placement_by_type.png
Scale: 3 px per um. Fill, decap, tap and diode cells in gray.
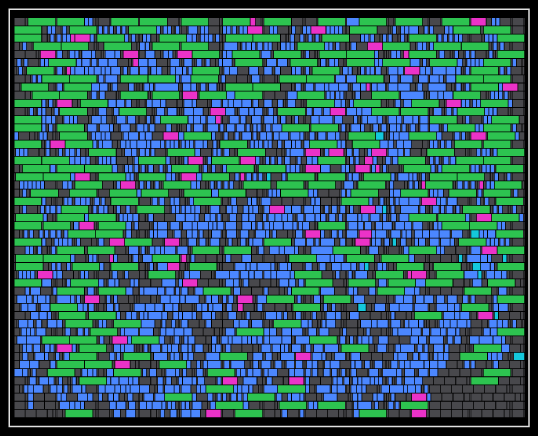
wires.png
Scale: 3 px per um.
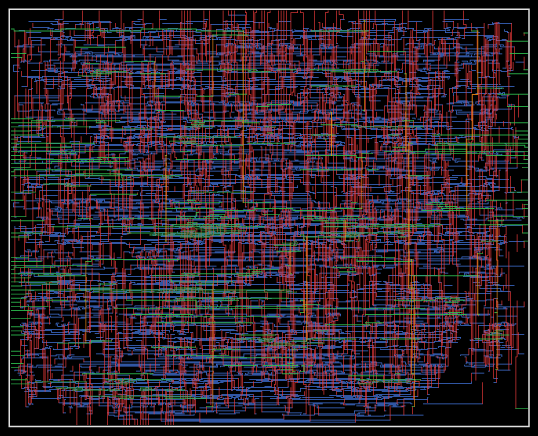
congestion.png
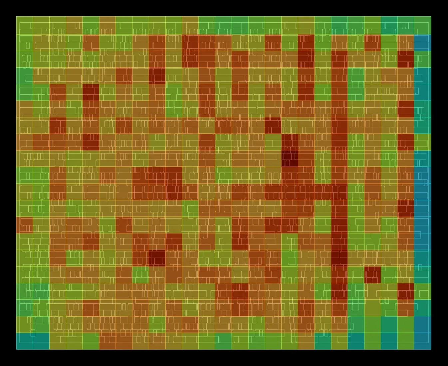
power_grid.png
Scale: 3 px per um. Pins as bars on the die edge. Tap cells in gray.
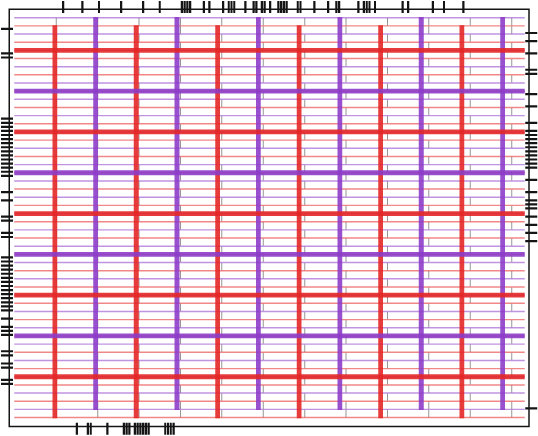
--- src/rtl/div32_seq.sv ---
// div32_seq: restoring shift-subtract integer divider for DIV/DIVU.
// Quotient drives LO and Remainder drives HI, with a fixed 34-cycle latency.
module div32_seq #(
  parameter int WIDTH = 32
) (
  input  logic             Clk,
  input  logic             Rst_n,
  input  logic             Start,
  input  logic             Signed,
  input  logic [WIDTH-1:0] DataIn1,
  input  logic [WIDTH-1:0] DataIn2,
  output logic             Busy,
  output logic             Done,
  output logic [WIDTH-1:0] Quotient,
  output logic [WIDTH-1:0] Remainder,
  output logic             DivByZero
);

  localparam int CW = $clog2(WIDTH) + 1;

  // RESULT is the cycle between the sign fix and the output write; Busy is already low there.
  typedef enum logic [2:0] {
    IDLE   = 3'd0,
    CALC   = 3'd1,
    FIX    = 3'd2,
    RESULT = 3'd3,
    DONE   = 3'd4
  } divState_t;

  divState_t        state;
  divState_t        stateNext;

  logic             signedR;
  logic             s1R;
  logic             s2R;
  logic [WIDTH-1:0] rawDividendR;
  logic [WIDTH-1:0] dvdR;
  logic [WIDTH-1:0] dvsR;
  logic [WIDTH-1:0] remR;
  logic [CW-1:0]    cntR;
  logic [WIDTH-1:0] fixQuotR;
  logic [WIDTH-1:0] fixRemR;
  logic             fixZeroR;

  logic [WIDTH:0]   remShift;
  logic [WIDTH:0]   trial;
  logic             trialNeg;
  logic             lastIter;
  logic [WIDTH-1:0] fixQuot;
  logic [WIDTH-1:0] fixRem;
  logic             fixZero;

  function automatic logic [WIDTH-1:0] negIf(input logic neg, input logic [WIDTH-1:0] v);
    if (neg) begin
      return ~v + WIDTH'(1);
    end else begin
      return v;
    end
  endfunction

  // WIDTH+1 bits is enough: a set top bit of remShift always means the trial succeeds.
  assign remShift = {remR, dvdR[WIDTH-1]};
  assign trial    = remShift - {1'b0, dvsR};
  assign trialNeg = trial[WIDTH];
  assign lastIter = (cntR == CW'(WIDTH - 1));

  // State register.
  always_ff @(posedge Clk or negedge Rst_n) begin
    if (!Rst_n) begin
      state <= IDLE;
    end else begin
      state <= stateNext;
    end
  end

  // Next-state logic.
  always_comb begin
    stateNext = state;
    case (state)
      IDLE: begin
        if (Start) begin
          stateNext = CALC;
        end else begin
          stateNext = IDLE;
        end
      end
      CALC: begin
        if (lastIter) begin
          stateNext = FIX;
        end else begin
          stateNext = CALC;
        end
      end
      FIX:    stateNext = RESULT;
      RESULT: stateNext = DONE;
      DONE: begin
        if (Start) begin
          stateNext = CALC;
        end else begin
          stateNext = IDLE;
        end
      end
      default: stateNext = IDLE;
    endcase
  end

  // Sign and zero-divisor correction of the magnitude results.
  always_comb begin
    fixQuot = dvdR;
    fixRem  = remR;
    fixZero = 1'b0;
    if (dvsR == {WIDTH{1'b0}}) begin
      fixQuot = {WIDTH{1'b1}};
      fixRem  = rawDividendR;
      fixZero = 1'b1;
    end else if (signedR) begin
      fixQuot = negIf(s1R ^ s2R, dvdR);
      fixRem  = negIf(s1R, remR);
    end else begin
      fixQuot = dvdR;
      fixRem  = remR;
    end
  end

  // Operand capture, shift-subtract iterations and corrected-result staging.
  always_ff @(posedge Clk or negedge Rst_n) begin
    if (!Rst_n) begin
      signedR      <= 1'b0;
      s1R          <= 1'b0;
      s2R          <= 1'b0;
      rawDividendR <= {WIDTH{1'b0}};
      dvdR         <= {WIDTH{1'b0}};
      dvsR         <= {WIDTH{1'b0}};
      remR         <= {WIDTH{1'b0}};
      cntR         <= {CW{1'b0}};
      fixQuotR     <= {WIDTH{1'b0}};
      fixRemR      <= {WIDTH{1'b0}};
      fixZeroR     <= 1'b0;
    end else begin
      case (state)
        IDLE, DONE: begin
          if (Start) begin
            signedR      <= Signed;
            s1R          <= DataIn1[WIDTH-1];
            s2R          <= DataIn2[WIDTH-1];
            rawDividendR <= DataIn1;
            dvdR         <= negIf(Signed & DataIn1[WIDTH-1], DataIn1);
            dvsR         <= negIf(Signed & DataIn2[WIDTH-1], DataIn2);
            remR         <= {WIDTH{1'b0}};
            cntR         <= {CW{1'b0}};
          end
        end
        CALC: begin
          if (trialNeg) begin
            remR <= remShift[WIDTH-1:0];
          end else begin
            remR <= trial[WIDTH-1:0];
          end
          dvdR <= {dvdR[WIDTH-2:0], ~trialNeg};
          cntR <= cntR + CW'(1);
        end
        FIX: begin
          fixQuotR <= fixQuot;
          fixRemR  <= fixRem;
          fixZeroR <= fixZero;
        end
        default: begin
          cntR <= cntR;
        end
      endcase
    end
  end

  // Registered handshake and result outputs; results hold until the next operation completes.
  always_ff @(posedge Clk or negedge Rst_n) begin
    if (!Rst_n) begin
      Busy      <= 1'b0;
      Done      <= 1'b0;
      Quotient  <= {WIDTH{1'b0}};
      Remainder <= {WIDTH{1'b0}};
      DivByZero <= 1'b0;
    end else begin
      Busy <= (stateNext == CALC) || (stateNext == FIX);
      Done <= (stateNext == DONE);
      if (state == RESULT) begin
        Quotient  <= fixQuotR;
        Remainder <= fixRemR;
        DivByZero <= fixZeroR;
      end
    end
  end

endmodule

--- config.mk ---
export PLATFORM = sky130hd
export DESIGN_NAME = div32_seq
export DESIGN_NICKNAME = d
export VERILOG_FILES = /design/src/rtl/div32_seq.sv
export SDC_FILE = /design/constraint.sdc
export NUM_CORES = 1
export LEC_CHECK = 0
export CAP_MARGIN = 0
export CORE_ASPECT_RATIO = 0.8
export CORE_UTILIZATION = 65
export CTS_BUF_LIST = sky130_fd_sc_hd__clkbuf_8
export DETAILED_ROUTE_END_ITERATION = 6
export DONT_BUFFER_PORTS = 1
export PLACE_DENSITY = 0.78
export RECOVER_POWER = 100
export SYNTH_ARGS = -nofsm -noshare
export SYNTH_HDL_FRONTEND = slang
export SYNTH_SLANG_ARGS = --single-unit
export TNS_END_PERCENT = 100
--- constraint.sdc ---
create_clock -name Clk -period 7.14 [get_ports Clk]
set_clock_uncertainty 0.2 [all_clocks]
set_input_delay 1.071 -clock Clk [delete_from_list [all_inputs] [get_ports Clk]]
set_output_delay 1.071 -clock Clk [all_outputs]
set_load 0.005 [all_outputs]
==> flow_summary.yaml <==
# generated from flow reports
clock_network:
  cts.reportedPaths.clkPinSlew_ps: 60
  cts.sinks: 271
  clock_latency_ps: 560
  cts-buffers-inserted: 43
  cts_root_buf: "clkbuf_8"
  clk_path_buf_depth: 3
  ctsHtreeMaxLevel: 2
  post-cts-setup-buffers: 0
  cts_tree: "yes"
cells_and_area:
  layout.cells.most_common: "nand2_1"
  comb_area_sq_um: 7730
  fin_nets: 1850
  final_cells: 2076
  fill_cells: 1828
  syn2layout_area_growth_pct: 5.57
  seq_area_sq_um: 6780
  drive_gt1_share_pct: 4.92
  final_cell_mix: "nand2_1 (437), dfrtp_1 (271), o21ai_0 (161)"
grt:
  grt_start_max_net_pins: 200
  grt_overflow: 0
  antenna_found_initial: 0
  grt_first_pass_wirelength_um: 65400
  grt_pass1_vias: 12200
job:
  maxCapViolCount: 8
  warnings: 28
power:
  power_density_nw_per_um2: 395
  finalPower_mw: 6.31
  ir_worst_vdd_mv: 0.294
  p_leak_nw: 7.31
setup_path:
  end_kind: "flip-flop"
  reg2regPathDepth: 7
  crit_path_max_incr_delay_ps: 1920
  r2r_slack_ps: 2020
  cp-start-kind: "flip-flop"
  critPathSlowestCell: "clkbuf_1"
  crit_required_ps: 7370
  crit_arrival_ps: 5350
  cp.buffers_inverters: 2
  path_cells: "nor4_1, nand4_1, nor2_4, clkbuf_1, nor2_1, clkbuf_1, a221o_1"
  critPathMaxFanout: 65
  crit_cells: 7
  crit_start: "dvsR[4]$_DFFE_PN0P_"
  crit_type: "reg -> reg"
  reg2reg_from: "dvsR[4]$_DFFE_PN0P_"
  rr_endpoint: "fixRemR[29]$_DFFE_PN0P_"
  crit_path_end: "fixRemR[29]$_DFFE_PN0P_"
  path_common_cell: "clkbuf_1"
  critPathTopFamily: "buffers and inverters"
run_status:
  violations: "capacitance limit, slew limit"
  outcome: "finished, violations left"
drt:
  drtPass1Iterations: 5
  drt-vias-per-instance: 6.22
  vias: 12900
  drt_iter0_markers: 1118
  remaining_drc_errors: 0
synthesis:
  synth_top_flop_cell: "dfrtp_1"
  ys_cells: 1793
  synth_seq_share_pct: 44.7
  syn_inst: 1793
  syn_nets: 1899
  synth-edff-count: 0
  syn_avg_cell_area_sq_um: 8.45
  ys_chip_area_sq_um: 15200
  ys_ff: 271
floorplan:
  initial_utilization_pct: 66.8
  die-area_sq_um: 23900
  core-area_sq_um: 22700
  io_pins: 135
  die_w_um: 173
  dieHeight_um: 139
  num_rows: 49
final_timing:
  fin_crit_sh_pct: 71.7
  fmax_mhz: 195
  rsz0062_at_grt: "false"
  fin_tns_setup_ps: 0
  min_period_ps: 5120
  hold_violations: 0
  slew_violations: 443
  fin_ws_ps: 2020
placed_design:
  preCtsSetupSlack_ps: 3140
  dpl.hpwl_um: 28000
  gp_congestion: 0.952
  portBuffers: 0
worst_hold_path:
  min_path_type: "in -> async"
About placement_by_type.png:
class	color	cells	share of their area
combinational and other logic	blue	1415	51%
remaining buffers and delay cells	cyan	13	0.45%
clock drivers and dummy loads	magenta	71	5.3%
sequential cells	green	271	43%

About wires.png:
layer	color	wire length
metal 4	orange	599 um
metal 3	green	3510 um
metal 2	red	17200 um
metal 1	blue	18800 um
WL per Instance: 19.3 um
routed wire length: 40100 um

About congestion.png:
Core Util, Final: 70.5%
GR Layer Usage met1: 51.3%
total track usage: 33.8%
GR Util met2: 49.5%

About power_grid.png:
net	color
VSS	red
VDD	purple
signal pins	135
met4 straps	12
met1 rails	50
met5 straps	9

-- cells in the mapped netlist (24+ instances only) --
library cell  count  area share (%)
nand2_1         437              11
dfrtp_1         271              45
o21ai_0         161             5.3
nor2_1          126             3.1
a21oi_1         125             4.1
clkbuf_1         93             2.3
xnor2_1          83             4.8
xor2_1           62             3.6
inv_1            57             1.4
ha_1             37             3.1
a22oi_1          29             1.4
nand3_1          24            0.79
-- power breakdown --
group	internal [mW]	switching (mW)
registers	1.82	0.411
logic	1.14	1.65
clock network	0.671	0.622
-- kinds of logic after synthesis --
kind of cell	synth area share [%]
multiplexers	0.925
AND/OR/NAND/NOR	20.7
buffers and inverters	4.33
XOR/XNOR	8.38
adder cells (fa/ha/maj)	3.19
AND-OR/OR-AND	17.7
flip-flops	44.7
-- layout make-up --
cell class / count / share of cell area [%]
multi-input combinational: 1358 / 48.3
sequential: 271 / 42.4
clock buffer: 53 / 4.56
tap: 306 / 2.39
inverter: 57 / 1.34
clock inverter: 18 / 0.586
timing repair buffer: 13 / 0.438
-- routing by layer --
metal / track usage, % / vias up / wire, um
met4: 7.08 / 0 / 598
met2: 49.5 / 516 / 17200
met5: 0 / - / 0
met3: 7.84 / 52 / 3510
met1: 51.3 / 6285 / 18800
li1: - / 6051 / -
-- registers in the layout, summed over array words and instances (netlist names), 3 cells and up --
name and count:
Quotient 32, Remainder 32, dvsR 32, dvdR 32, state 3, rawDividendR 31
cntR 6, remR 32, fixQuotR 32, fixRemR 32
-- per-stage QoR --
step	hold WS [ps]	area, sq um
floorplan	237	15200
detailed placement	257	15200
finish	20.1	16000
CTS	2.41	16100
global route	6.06	16000
global placement	251	15200
-- what timing repair did --
| item | CTS | global route |
|---|---|---|
| hold endpoints to repair | 64 | 0 |
| hold buffers | 2 | 0 |
| gates resized | 0 | 0 |
Power is estimated from default activity; no workload was simulated.
